<file path="src/rtl/jtag_er2_sched_if.sv">
// ER2 scheduler bus: JTAG-side controls, per-IP enables/TDO, and status.
// Optional ER2_SHIFT_COUNT_EN adds shift_len/last_len.
interface jtag_er2_sched_if #(
  parameter int unsigned NUM_IP = 15
);
  logic              jce2;
  logic              jshift;
  logic              jupdate;
  logic              control_datan;
  logic [NUM_IP-1:0] ip_enable;
  logic [NUM_IP-1:0] ip_tdo;
  logic              er2_tdo;
  logic [NUM_IP-1:0] ip_ce2;
  logic [NUM_IP-1:0] ip_update;
  logic [3:0]        active_ip;
  logic              busy;
  logic [7:0]        conflict_cnt;
`ifdef ER2_SHIFT_COUNT_EN
  logic [15:0]       shift_len;
  logic [15:0]       last_len;

  modport master (
    output jce2, jshift, jupdate, control_datan, ip_enable, ip_tdo,
    input  er2_tdo, ip_ce2, ip_update, active_ip, busy, conflict_cnt,
           shift_len, last_len
  );
  modport slave (
    input  jce2, jshift, jupdate, control_datan, ip_enable, ip_tdo,
    output er2_tdo, ip_ce2, ip_update, active_ip, busy, conflict_cnt,
           shift_len, last_len
  );
`else
  modport master (
    output jce2, jshift, jupdate, control_datan, ip_enable, ip_tdo,
    input  er2_tdo, ip_ce2, ip_update, active_ip, busy, conflict_cnt
  );
  modport slave (
    input  jce2, jshift, jupdate, control_datan, ip_enable, ip_tdo,
    output er2_tdo, ip_ce2, ip_update, active_ip, busy, conflict_cnt
  );
`endif
endinterface

</file>
<file path="src/rtl/jtag_er2_sched.sv">
// ER2 access scheduler: locks one IP per session, gates its ce2/TDO, pulses update.
// Optional shift-length counters enabled by macro ER2_SHIFT_COUNT_EN.
module jtag_er2_sched #(
  parameter int unsigned NUM_IP = 15
) (
  input  logic               jtck,
  input  logic               jrstn,
  jtag_er2_sched_if.slave    bus
);

  localparam int unsigned IDX_W = 4;
  localparam int unsigned CNT_W = 8;
  localparam logic [IDX_W-1:0] SEL_NONE = 4'hF;

  typedef enum logic [1:0] {
    S_IDLE   = 2'd0,
    S_ACTIVE = 2'd1,
    S_UPDATE = 2'd2,
    S_ERROR  = 2'd3
  } state_e;

  state_e             state_q, state_d;
  logic [IDX_W-1:0]   sel_q, sel_d;
  logic [IDX_W-1:0]   active_ip_q, active_ip_d;
  logic               busy_q, busy_d;
  logic [NUM_IP-1:0]  ip_update_q, ip_update_d;
  logic [CNT_W-1:0]   cnt_q, cnt_d;

  logic [IDX_W-1:0]   en_idx;
  logic [IDX_W-1:0]   en_cnt;
  logic               en_onehot;
  logic               en_multi;
  logic [IDX_W-1:0]   cur;
  logic [NUM_IP-1:0]  sel_dec;
  logic [NUM_IP-1:0]  ce2_c;
  logic               tdo_c;
  logic               unused_inputs;

  // control_datan is consumed by the IPs; jshift only feeds the optional counters
  assign unused_inputs = ^{bus.control_datan, bus.jshift};

  // Popcount and index of ip_enable; index is only meaningful when one-hot
  always_comb begin
    en_idx = SEL_NONE;
    en_cnt = '0;
    for (int unsigned i = 0; i < NUM_IP; i++) begin
      if (bus.ip_enable[i]) begin
        en_idx = IDX_W'(i);
        en_cnt = en_cnt + IDX_W'(1);
      end
    end
  end

  assign en_onehot = (en_cnt == IDX_W'(1));
  assign en_multi  = (en_cnt > IDX_W'(1));

  // Current target: live decode while idle, locked selection while active
  always_comb begin
    cur = SEL_NONE;
    case (state_q)
      S_IDLE:   cur = en_onehot ? en_idx : SEL_NONE;
      S_ACTIVE: cur = sel_q;
      default:  cur = SEL_NONE;
    endcase
  end

  always_comb begin
    ce2_c   = '0;
    tdo_c   = 1'b0;
    sel_dec = '0;
    for (int unsigned i = 0; i < NUM_IP; i++) begin
      ce2_c[i]   = bus.jce2 && (cur == IDX_W'(i));
      sel_dec[i] = (sel_q == IDX_W'(i));
      if (cur == IDX_W'(i)) tdo_c = bus.ip_tdo[i];
    end
  end

  always_comb begin
    state_d     = state_q;
    sel_d       = sel_q;
    cnt_d       = cnt_q;
    ip_update_d = '0;
    case (state_q)
      S_IDLE: begin
        if (bus.jce2) begin
          if (en_onehot) begin
            state_d = S_ACTIVE;
            sel_d   = en_idx;
          end else if (en_multi) begin
            state_d = S_ERROR;
            if (cnt_q != 8'hFF) cnt_d = cnt_q + CNT_W'(1);
          end
        end
      end
      S_ACTIVE: begin
        if (bus.jupdate) begin
          state_d     = S_UPDATE;
          ip_update_d = sel_dec;
        end
      end
      S_UPDATE: begin
        state_d = S_IDLE;
        sel_d   = SEL_NONE;
      end
      S_ERROR: begin
        if (bus.jupdate) state_d = S_IDLE;
      end
      default: begin
        state_d = S_IDLE;
        sel_d   = SEL_NONE;
      end
    endcase
    busy_d      = (state_d == S_ACTIVE) || (state_d == S_ERROR);
    active_ip_d = ((state_d == S_ACTIVE) || (state_d == S_UPDATE)) ? sel_d : SEL_NONE;
  end

  always_ff @(posedge jtck or negedge jrstn) begin
    if (!jrstn) begin
      state_q     <= S_IDLE;
      sel_q       <= SEL_NONE;
      active_ip_q <= SEL_NONE;
      busy_q      <= 1'b0;
      ip_update_q <= '0;
      cnt_q       <= '0;
    end else begin
      state_q     <= state_d;
      sel_q       <= sel_d;
      active_ip_q <= active_ip_d;
      busy_q      <= busy_d;
      ip_update_q <= ip_update_d;
      cnt_q       <= cnt_d;
    end
  end

  assign bus.ip_ce2       = ce2_c;
  assign bus.er2_tdo      = tdo_c;
  assign bus.ip_update    = ip_update_q;
  assign bus.active_ip    = active_ip_q;
  assign bus.busy         = busy_q;
  assign bus.conflict_cnt = cnt_q;

`ifdef ER2_SHIFT_COUNT_EN
  localparam int unsigned LEN_W = 16;

  logic [LEN_W-1:0] shift_len_q, shift_len_d;
  logic [LEN_W-1:0] last_len_q, last_len_d;

  // Shift cycles of the current session; snapshot taken while in UPDATE
  always_comb begin
    shift_len_d = shift_len_q;
    last_len_d  = last_len_q;
    if ((state_q == S_IDLE) && (state_d == S_ACTIVE)) begin
      shift_len_d = '0;
    end else if ((state_q == S_ACTIVE) && bus.jshift && bus.jce2 &&
                 (shift_len_q != 16'hFFFF)) begin
      shift_len_d = shift_len_q + LEN_W'(1);
    end
    if (state_q == S_UPDATE) last_len_d = shift_len_q;
  end

  always_ff @(posedge jtck or negedge jrstn) begin
    if (!jrstn) begin
      shift_len_q <= '0;
      last_len_q  <= '0;
    end else begin
      shift_len_q <= shift_len_d;
      last_len_q  <= last_len_d;
    end
  end

  assign bus.shift_len = shift_len_q;
  assign bus.last_len  = last_len_q;
`endif

endmodule

</file>
<file path="src/flat_wrapper.sv">
// flat-port wrapper written by rule: the top's interface ports become plain ports
module jtag_er2_sched_flat 
#(
  parameter int unsigned NUM_IP = 15
)
  (jtck, jrstn, bus_jce2, bus_jshift, bus_jupdate, bus_control_datan, bus_ip_enable, bus_ip_tdo, bus_er2_tdo, bus_ip_ce2, bus_ip_update, bus_active_ip, bus_busy, bus_conflict_cnt);
  jtag_er2_sched_if #(.NUM_IP(NUM_IP)) bus_i ();
  input  logic jtck;
  input  logic jrstn;
  input wire logic [$bits(bus_i.jce2)-1:0] bus_jce2;
  input wire logic [$bits(bus_i.jshift)-1:0] bus_jshift;
  input wire logic [$bits(bus_i.jupdate)-1:0] bus_jupdate;
  input wire logic [$bits(bus_i.control_datan)-1:0] bus_control_datan;
  input wire logic [$bits(bus_i.ip_enable)-1:0] bus_ip_enable;
  input wire logic [$bits(bus_i.ip_tdo)-1:0] bus_ip_tdo;
  output wire logic [$bits(bus_i.er2_tdo)-1:0] bus_er2_tdo;
  output wire logic [$bits(bus_i.ip_ce2)-1:0] bus_ip_ce2;
  output wire logic [$bits(bus_i.ip_update)-1:0] bus_ip_update;
  output wire logic [$bits(bus_i.active_ip)-1:0] bus_active_ip;
  output wire logic [$bits(bus_i.busy)-1:0] bus_busy;
  output wire logic [$bits(bus_i.conflict_cnt)-1:0] bus_conflict_cnt;
  assign bus_i.jce2 = bus_jce2;
  assign bus_i.jshift = bus_jshift;
  assign bus_i.jupdate = bus_jupdate;
  assign bus_i.control_datan = bus_control_datan;
  assign bus_i.ip_enable = bus_ip_enable;
  assign bus_i.ip_tdo = bus_ip_tdo;
  assign bus_er2_tdo = bus_i.er2_tdo;
  assign bus_ip_ce2 = bus_i.ip_ce2;
  assign bus_ip_update = bus_i.ip_update;
  assign bus_active_ip = bus_i.active_ip;
  assign bus_busy = bus_i.busy;
  assign bus_conflict_cnt = bus_i.conflict_cnt;
  jtag_er2_sched #(.NUM_IP(NUM_IP)) u_core (.jtck(jtck), .jrstn(jrstn), .bus(bus_i));
endmodule
</file>
<file path="config.mk">
export PLATFORM = sky130hd
export DESIGN_NAME = jtag_er2_sched_flat
export DESIGN_NICKNAME = d
export VERILOG_FILES = /design/src/rtl/jtag_er2_sched_if.sv /design/src/rtl/jtag_er2_sched.sv /design/src/flat_wrapper.sv
export SDC_FILE = /design/constraint.sdc
export NUM_CORES = 1
export LEC_CHECK = 0
export CORE_UTILIZATION = 46
export DETAILED_ROUTE_END_ITERATION = 10
export PLACE_DENSITY = 0.78
export SLEW_MARGIN = 20
export SYNTH_ARGS = -nofsm -noshare
export SYNTH_HDL_FRONTEND = slang
export SYNTH_SLANG_ARGS = --single-unit
</file>
<file path="constraint.sdc">
create_clock -name jtck -period 19.25 [get_ports jtck]
set_clock_uncertainty 0.2 [all_clocks]
set_input_delay 5.775 -clock jtck [delete_from_list [all_inputs] [get_ports jtck]]
set_output_delay 5.775 -clock jtck [all_outputs]
set_load 0.05 [all_outputs]
</file>
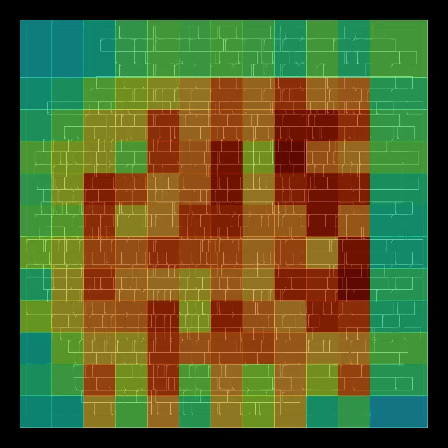
run_1/congestion_map.png
GRT Resource Usage Total: 25.2%
GRT met2 Usage: 48.4%
fin util: 78.2%

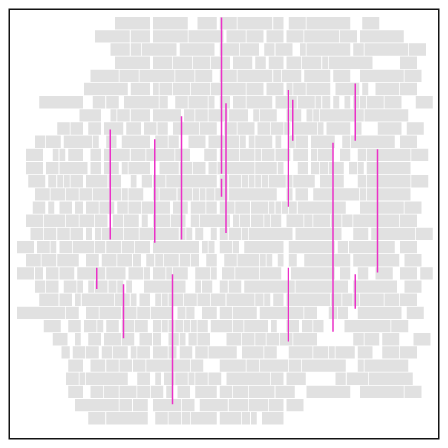
run_1/m4.png
wire length on this layer = 301 µm
share of all routed wire = 2.8%
nets with wire on the layer = 16
longest straight run = 38.8 µm
main direction = vertical
WL final: 10700 µm
via count: 3707

==> Slide: Implementation Results, run 1 <==
Implementation Results

Run status
  • Outcome: complete, but fails checks
  • Failing checks: setup timing

Critical path
  • R2r startpoint: u_core.state_q[0]
  • CP endpoint: bus_er2_tdo
  • Cell depth of the worst setup path: 46
  • CP Max Fanout: 5
  • Worst EP arrival: roughly 14000 ps
  • Setup crit end kind: primary output
  • Data required time of the critical path: 13270 ps
  • CP Class: in2out

CTS
  • CTS clock-pin slew for the worst setup and hold paths: 70 ps
  • CTS tree: done
  • Clock root cell: clkbuf_8

Floorplan
  • Core ar.: 7250 µm²
  • Well Taps: 99
  • Die width: 88.4 µm
  • I/O Pins: 80

Pwr
  • Leak: 2.46 nW

Yosys
  • Ys Warns: 0
  • Post-synth mux share: 2.62%
  • Yosys cell count: around 400
  • Aoi share: 18.3%
  • Count of library flops with an enable pin: 0
  • Max-area cell share: 18.9%
  • Synth unique cells: 78
  • Syn nets: 464

Final timing
  • Min cycle time layout: 19680 ps
  • RSZ-0062 raised after global routing: true
  • Max Slew Vio Count: 0
  • Final setup vio count: 13
  • Final worst slack: -425 ps

Finish
  • Max-area cell class: multi-input combinational cells
  • Fin cells: 667
  • Comb gate area: 2820 µm²
  • Reg area: 861 µm²
  • Final clock-cell share: a little under 2%
  • Top Layout Cells: 84 x buf_4, 57 x clkdlybuf4s50_1, 41 x nand2_1
  • Clock buffer cells: 8

Run
  • Tool warnings: 37

Routing
  • Max layer used: met4
  • Metal-1 WL: 4170 µm

Placement
  • Dpl cell area: 4880 µm²
  • Detail Placement HPWL: 7070 µm

Global routing
  • Top Usage Layer GRT: met2
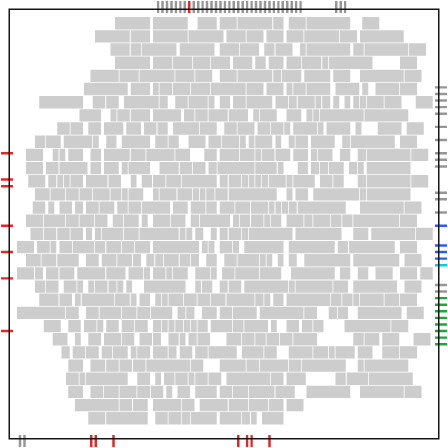
run_1/pinout.png
Pins as bars across the die edge, other pins in gray.
`bus_active_ip` -> blue  # pins 4, direction output, edge right
`bus_busy` -> cyan  # pins 1, direction output, edge right
`bus_conflict_cnt` -> green  # pins 8, direction output, edge right
`bus_ip_enable` -> red  # pins 15, direction input, edge 7 bottom, 7 left, 1 top
all pins by edge = 36 top, 28 right, 9 bottom, 7 left

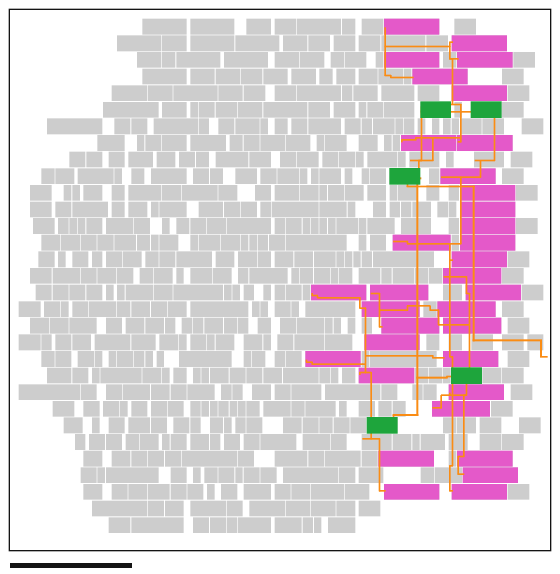
run_1/clock_wires.png
The bar under the picture is 20 µm long.
flip-flops -> magenta  # count 34
clock-net drivers -> green  # count 5
clock wires -> orange  # length 430 µm
routed clock nets = 6

==> run 1: flip-flops by register name (all words and copies together), names as in the netlist <==
| signal | flops |
|---|---|
| u_core.bus.active_ip | 4 |
| u_core.bus.busy | 1 |
| u_core.bus.conflict_cnt | 8 |
| u_core.bus.ip_update | 15 |
| u_core.sel_q | 4 |
| u_core.state_q | 2 |
==> run 1: report_power, final <==
group | internal (W) | total [W] | switching, W
Sequential | 0.0000852 | 0.000102 | 0.0000169
Clock | 0.0000361 | 0.0000615 | 0.0000254
Combinational | 0.000344 | 0.000689 | 0.000345
==> run 1: repair_timing <==
action	4_1_cts	5_1_grt
setup endpoints to repair	16	16
hold endpoints to repair	0	0
setup buffers	25	13
pin swaps	32	46
resized	49	60
==> run 1 -> run 2 <==
SKIP_CTS_REPAIR_TIMING = 1   (was unset)
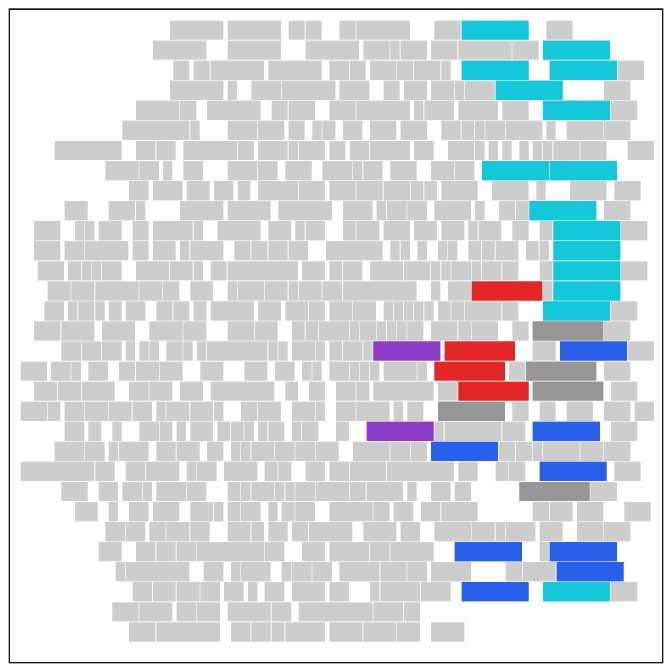
run_2/ff_map.png
Other sequential cells in the stronger gray, the rest of the logic in the fainter gray.
`u_core.bus.conflict_cnt` -> blue  # sequential cells 8, where bottom right
`u_core.state_q` -> purple  # sequential cells 2
`u_core.sel_q` -> red  # sequential cells 4, where right middle
`u_core.bus.ip_update` -> cyan  # sequential cells 15
not colored = 5
Reg area: 861 µm²
fin util: 74.4%
P_seq: 0.000102 W
flop share of the area: 15.9%

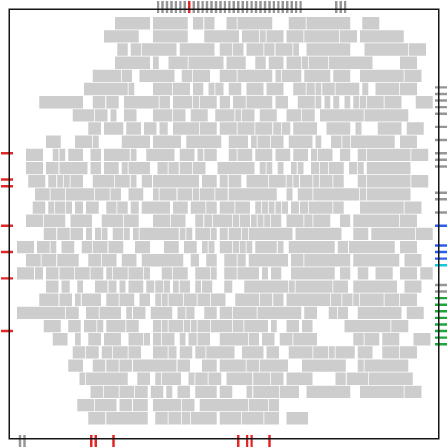
run_2/pinout.png
Pins as bars across the die edge, other pins in gray.
`bus_ip_enable` -> red  # pins 15, direction input, edge 7 bottom, 7 left, 1 top
`bus_conflict_cnt` -> green  # pins 8, direction output, edge right
`bus_active_ip` -> blue  # pins 4, direction output, edge right
`bus_busy` -> cyan  # pins 1, direction output, edge right

==> run 2 against run 1 <==
  * The run still ends with setup timing left
  * Sequential cell count unchanged
  * Clock power about the same
  * Global-route usage decreased by 2.2 points
  * Synthesized cell count is the same
  * Register-to-register slack improved by 220 ps
  * Sequential share of layout area grew 0.78 points
  * Core utilization shrank 3.8 points
  * Die size unchanged
  * Critical path type unchanged
==> Slide: Implementation Results, run 2 <==
Implementation Results

Run
  • Tool warnings: 36

CTS
  • H-tree levels: 2
  • CTS clock-pin slew for the worst setup and hold paths: 70 ps
  • CTS tree: done
  • Clock root cell: clkbuf_8

Yosys
  • Post-synth mux share: 2.62%
  • Dominant kind of combinational cell: simple AND/OR/NAND/NOR gates
  • Aoi share: 18.3%
  • Avg Synthesized Cell Area: 8.42 µm²
  • Yosys cell count: 408
  • Basic Gates by Area: a little under a quarter
  • Syn nets: 464
  • Count of library flops with an enable pin: 0
  • Synth unique cells: 78
  • Ys Warns: 0

Critical path
  • Data required time of the critical path: between 10000 and 15000 ps
  • Setup crit end kind: primary output
  • Cell depth of the worst setup path: 44
  • R2r startpoint: u_core.state_q[1]
  • CP max stage delay: roughly 450 ps
  • CP Max Fanout: 6

Placement
  • Dpl cell area: 4880 µm²

Pwr
  • Internal: 0.000424 W
  • Sequential power share: 13.0%
  • Pwr top: combinational logic
  • Switching share of power: a little under half
  • Sw Pwr: 0.000358 W
  • Leak: roughly 2.3 nW
  • Clk power: 0.0000614 W
  • Total combinational power: ~0.00062 W
  • Clock network fraction of total power: just under 8%
  • Comb pwr share: 79.1%

Global routing
  • Largest net degree at the start of global routing: 35
  • GRT Resource Usage Total: 23.1%

Final timing
  • Max Slew Vio Count: 0
  • Final worst slack: -465 ps
  • Final setup vio count: 16
  • F_max: about 51 MHz
  • Min cycle time layout: 19710 ps
  • RSZ-0062 raised after global routing: true

Floorplan
  • Die width: just under 90 µm
  • I/O Pins: 80
  • Well Taps: just under 100
  • Core ar.: ~7300 µm²

Routing
  • Max layer used: met4
  • Via count: 3456
  • Metal-1 WL: around 3900 µm
  • WL final: about 9600 µm

Hold path
  • Hold Path End: u_core.bus.conflict_cnt[2]

Run status
  • Failing checks: setup timing
  • Outcome: complete, but fails checks

Finish
  • Max-area cell class: multi-input combinational cells
  • Max reg flops: 15
  • Clock buffer cells: 8
  • Fin cells: 646
  • Top Layout Cells: 65 x buf_4, 57 x clkdlybuf4s50_1, 45 x nand2_1
  • Comb gate area: 2700 µm²
[run 2: how the worst max path moves through the flow]
| stage | from | to | slack (ps) |
|---|---|---|---|
| 2_1_floorplan | bus_ip_enable[1] | bus_ip_ce2[0] | -110 |
| 3_3_place_gp | bus_ip_enable[0] | bus_er2_tdo | -1050 |
| 3_5_place_dp | bus_ip_enable[0] | bus_er2_tdo | -1160 |
| 4_1_cts | bus_ip_enable[0] | bus_er2_tdo | -1210 |
| 5_1_grt | bus_ip_enable[1] | bus_er2_tdo | -760 |
| 6_report | bus_ip_enable[1] | bus_er2_tdo | -460 |
[run 2: metal layers]
metal	GRT usage (%)	vias up
li1	-	1692
met1	27.9	1645
met2	43.0	106
met3	2.33	13
met4	6.60	0
met5	0	-
==> run 2 -> run 3 <==
CORE_UTILIZATION = 47   (was 46)
CTS_BUF_LIST = sky130_fd_sc_hd__clkbuf_4   (was unset)
PLACE_DENSITY = 0.8   (was 0.78)
RECOVER_POWER = 50   (was unset)
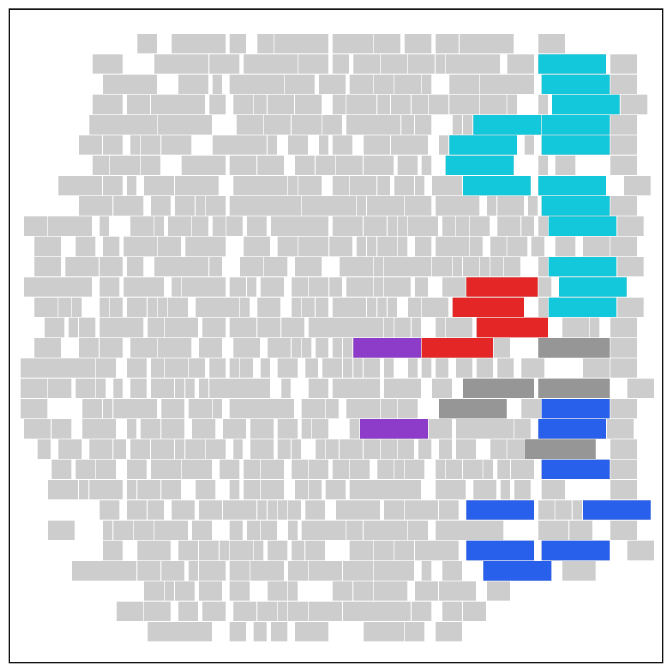
run_3/ff_map.png
Other sequential cells in the stronger gray, the rest of the logic in the fainter gray.
`u_core.bus.ip_update` -> cyan  # sequential cells 15, where top right
`u_core.bus.conflict_cnt` -> blue  # sequential cells 8, where bottom right
`u_core.sel_q` -> red  # sequential cells 4, where right middle
`u_core.state_q` -> purple  # sequential cells 2
not colored = 5
flop share of the area: 16.0%
fin util: 77.3%
P_seq: 0.000101 W

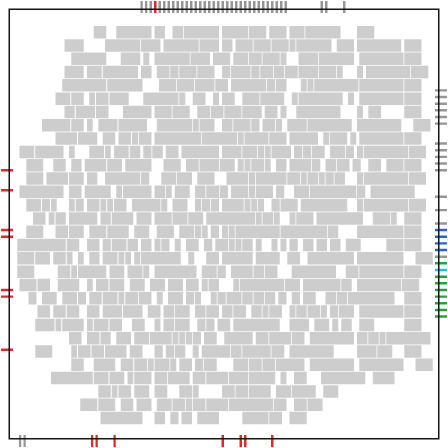
run_3/pinout.png
Pins as bars across the die edge, other pins in gray.
`bus_ip_enable` -> red  # pins 15, direction input, edge 7 bottom, 7 left, 1 top
`bus_active_ip` -> blue  # pins 4, direction output, edge right
`bus_conflict_cnt` -> green  # pins 8, direction output, edge right
`bus_busy` -> cyan  # pins 1, direction output, edge right

==> run 3 against run 2 <==
  * The run ends with capacitance limit, slew limit, setup timing left
  * Sequential cell count unchanged
  * Via count is 0.90% higher
  * Synthesized cell count unchanged
  * Critical path depth is the same
  * Hold slack worse by 13 ps
  * Register-to-register slack got worse by 390 ps
  * Synthesized area unchanged
  * Wire length grew 1.9%
  * Maximum frequency down 0.22%
  * Final cell count down 0.77%
  * Critical path type unchanged
  * Non-clock buffer count shrank 2
  * Count of clock-buffer cells in the layout fell by 2
==> Slide: Implementation Results, run 3 <==
Implementation Results

Hold path
  • HP Class: reg2reg
  • Hold Path End: u_core.bus.conflict_cnt[2]

Yosys
  • Count of library flops with an enable pin: 0
  • Avg Synthesized Cell Area: roughly 8.4 µm²
  • Top cells by area: dfrtp_1 19%, xnor2_1 7.9%, ha_1 7.3%, dfstp_2 6.1%, nand2_1 5.5%
  • Syn nets: roughly 460
  • Synth unique cells: 78
  • Seq/Total Area, Yosys: 25.1%
  • Predominant post-synthesis flop cell: dfrtp_1
  • Max-area cell share: 18.9%
  • Ys Warns: 0
  • Yosys cell count: ~410
  • Chip Area, Yosys: 3430 µm²

Finish
  • Comb gate area: 2760 µm²
  • Reg area: 861 µm²
  • Logic share of the area: 51.4%
  • Top Layout Cells: 65 x buf_4, 56 x clkdlybuf4s50_1, 41 x nand2_1
  • Inverters: 25
  • Max-area cell class: multi-input combinational cells
  • Final clock-cell share: 1.03%
  • Area grow syn2layout: 56.2%
  • Max reg flops: 15
  • Comb_multi_in: 332
  • Clock buffer cells: 6
  • Final net count: approximately 600
  • Layout fillers: 449
  • Fin cells: 641

Critical path
  • CP endpoint: bus_er2_tdo
  • Worst EP arrival: 13780 ps
  • R2r startpoint: u_core.state_q[1]
  • CP Max Fanout: 5
  • Setup crit end kind: primary output
  • CP max stage delay: ~440 ps
  • Data required time of the critical path: 13270 ps
  • Crit path from: bus_ip_enable[1]
  • Cell depth of the worst setup path: 44
  • CP Class: in2out

Pwr
  • Sw Pwr: 0.000357 W
  • Internal: between 0.0003 and 0.0004 W
  • Switching share of power: between 40 and 50%
  • Comb pwr share: between 80% and 90%
  • Clock network fraction of total power: 4.9%
  • Leak: 2.28 nW
  • Max VDD drop: approximately 120 µV
  • PwrDens: 139 nW/µm²
  • Sequential power share: 13.5%

Global routing
  • Vias in the first global route: around 3300
  • GRT Resource Usage Total: a little under a quarter
  • Global-route met3 utilization: under 10%
  • GRT met2 Usage: 42.9%
  • GR Util met1: 29.2%
  • Largest net degree at the start of global routing: 35
  • Top Usage Layer GRT: met2

Floorplan
  • I/O Pins: 80
  • Row count: 30
  • Die area: ~7700 µm²
  • Well Taps: 96
  • FP Core Util: 49.5%
  • Die width: 87.5 µm
  • Core ar.: 6940 µm²

Run status
  • Outcome: complete, but fails checks
  • Failing checks: capacitance limit, slew limit, setup timing

Run
  • Max Cap Viol: 1
  • Tool warnings: 35

Routing
  • Wire length on met3: 380 µm
  • DR pass1 iterations: 4
  • WL final: 9740 µm
  • DRC Markers: 0
  • Initial DRC Count: 246
  • Metal-1 WL: 4080 µm
  • Drt wl/cell: 15.2 µm
  • Post-route ant nets: 0
  • Via/cell ratio: around 5.4
  • Max layer used: met4
  • Via count: 3487

Final timing
  • Endpoints failing hold: 0
  • Max Slew Vio Count: 35
  • Final worst slack: -508 ps
  • Final setup vio count: 16
  • RSZ-0062 raised after global routing: true
  • Min cycle time layout: 19760 ps
  • F_max: 50.6 MHz

CTS
  • CTS buffer count: 5
  • H-tree levels: 2
  • Clock root cell: clkbuf_4
  • CTS tree: done
  • Worst skew pair latency: 310 ps
  • CTS clock-pin slew for the worst setup and hold paths: 90 ps

Placement
  • Detail Placement HPWL: 7190 µm
  • Dpl cell area: between 4000 and 5000 µm²
[run 3: kinds of logic (layout without fill, tap and decap cells)]
family                   Yosys count  after routing  synth area share [%]
multiplexers                       7              7                  2.62
adder cells (fa/ha/maj)           20             20                  7.29
buffers and inverters             42            179                  4.70
XOR/XNOR                          56             56                  18.1
AND/OR/NAND/NOR                  167            167                  23.9
AND-OR/OR-AND                     82             82                  18.3
flip-flops                        34             34                  25.1
[run 3: power by group through the flow]
| stage | Combinational, W | Clock, W | Sequential (W) |
|---|---|---|---|
| finish | 0.000610 | 0.0000364 | 0.000101 |
| global route | 0.000655 | 0.0000410 | 0.000103 |
| global placement | 0.000504 | 0 | 0.000101 |
| CTS | 0.000524 | 0.0000370 | 0.000101 |
| floorplan | 0.000333 | 0 | 0.000122 |
| detailed placement | 0.000522 | 0 | 0.000102 |
Power figures rest on the tool's default switching activity, not on a simulated workload.
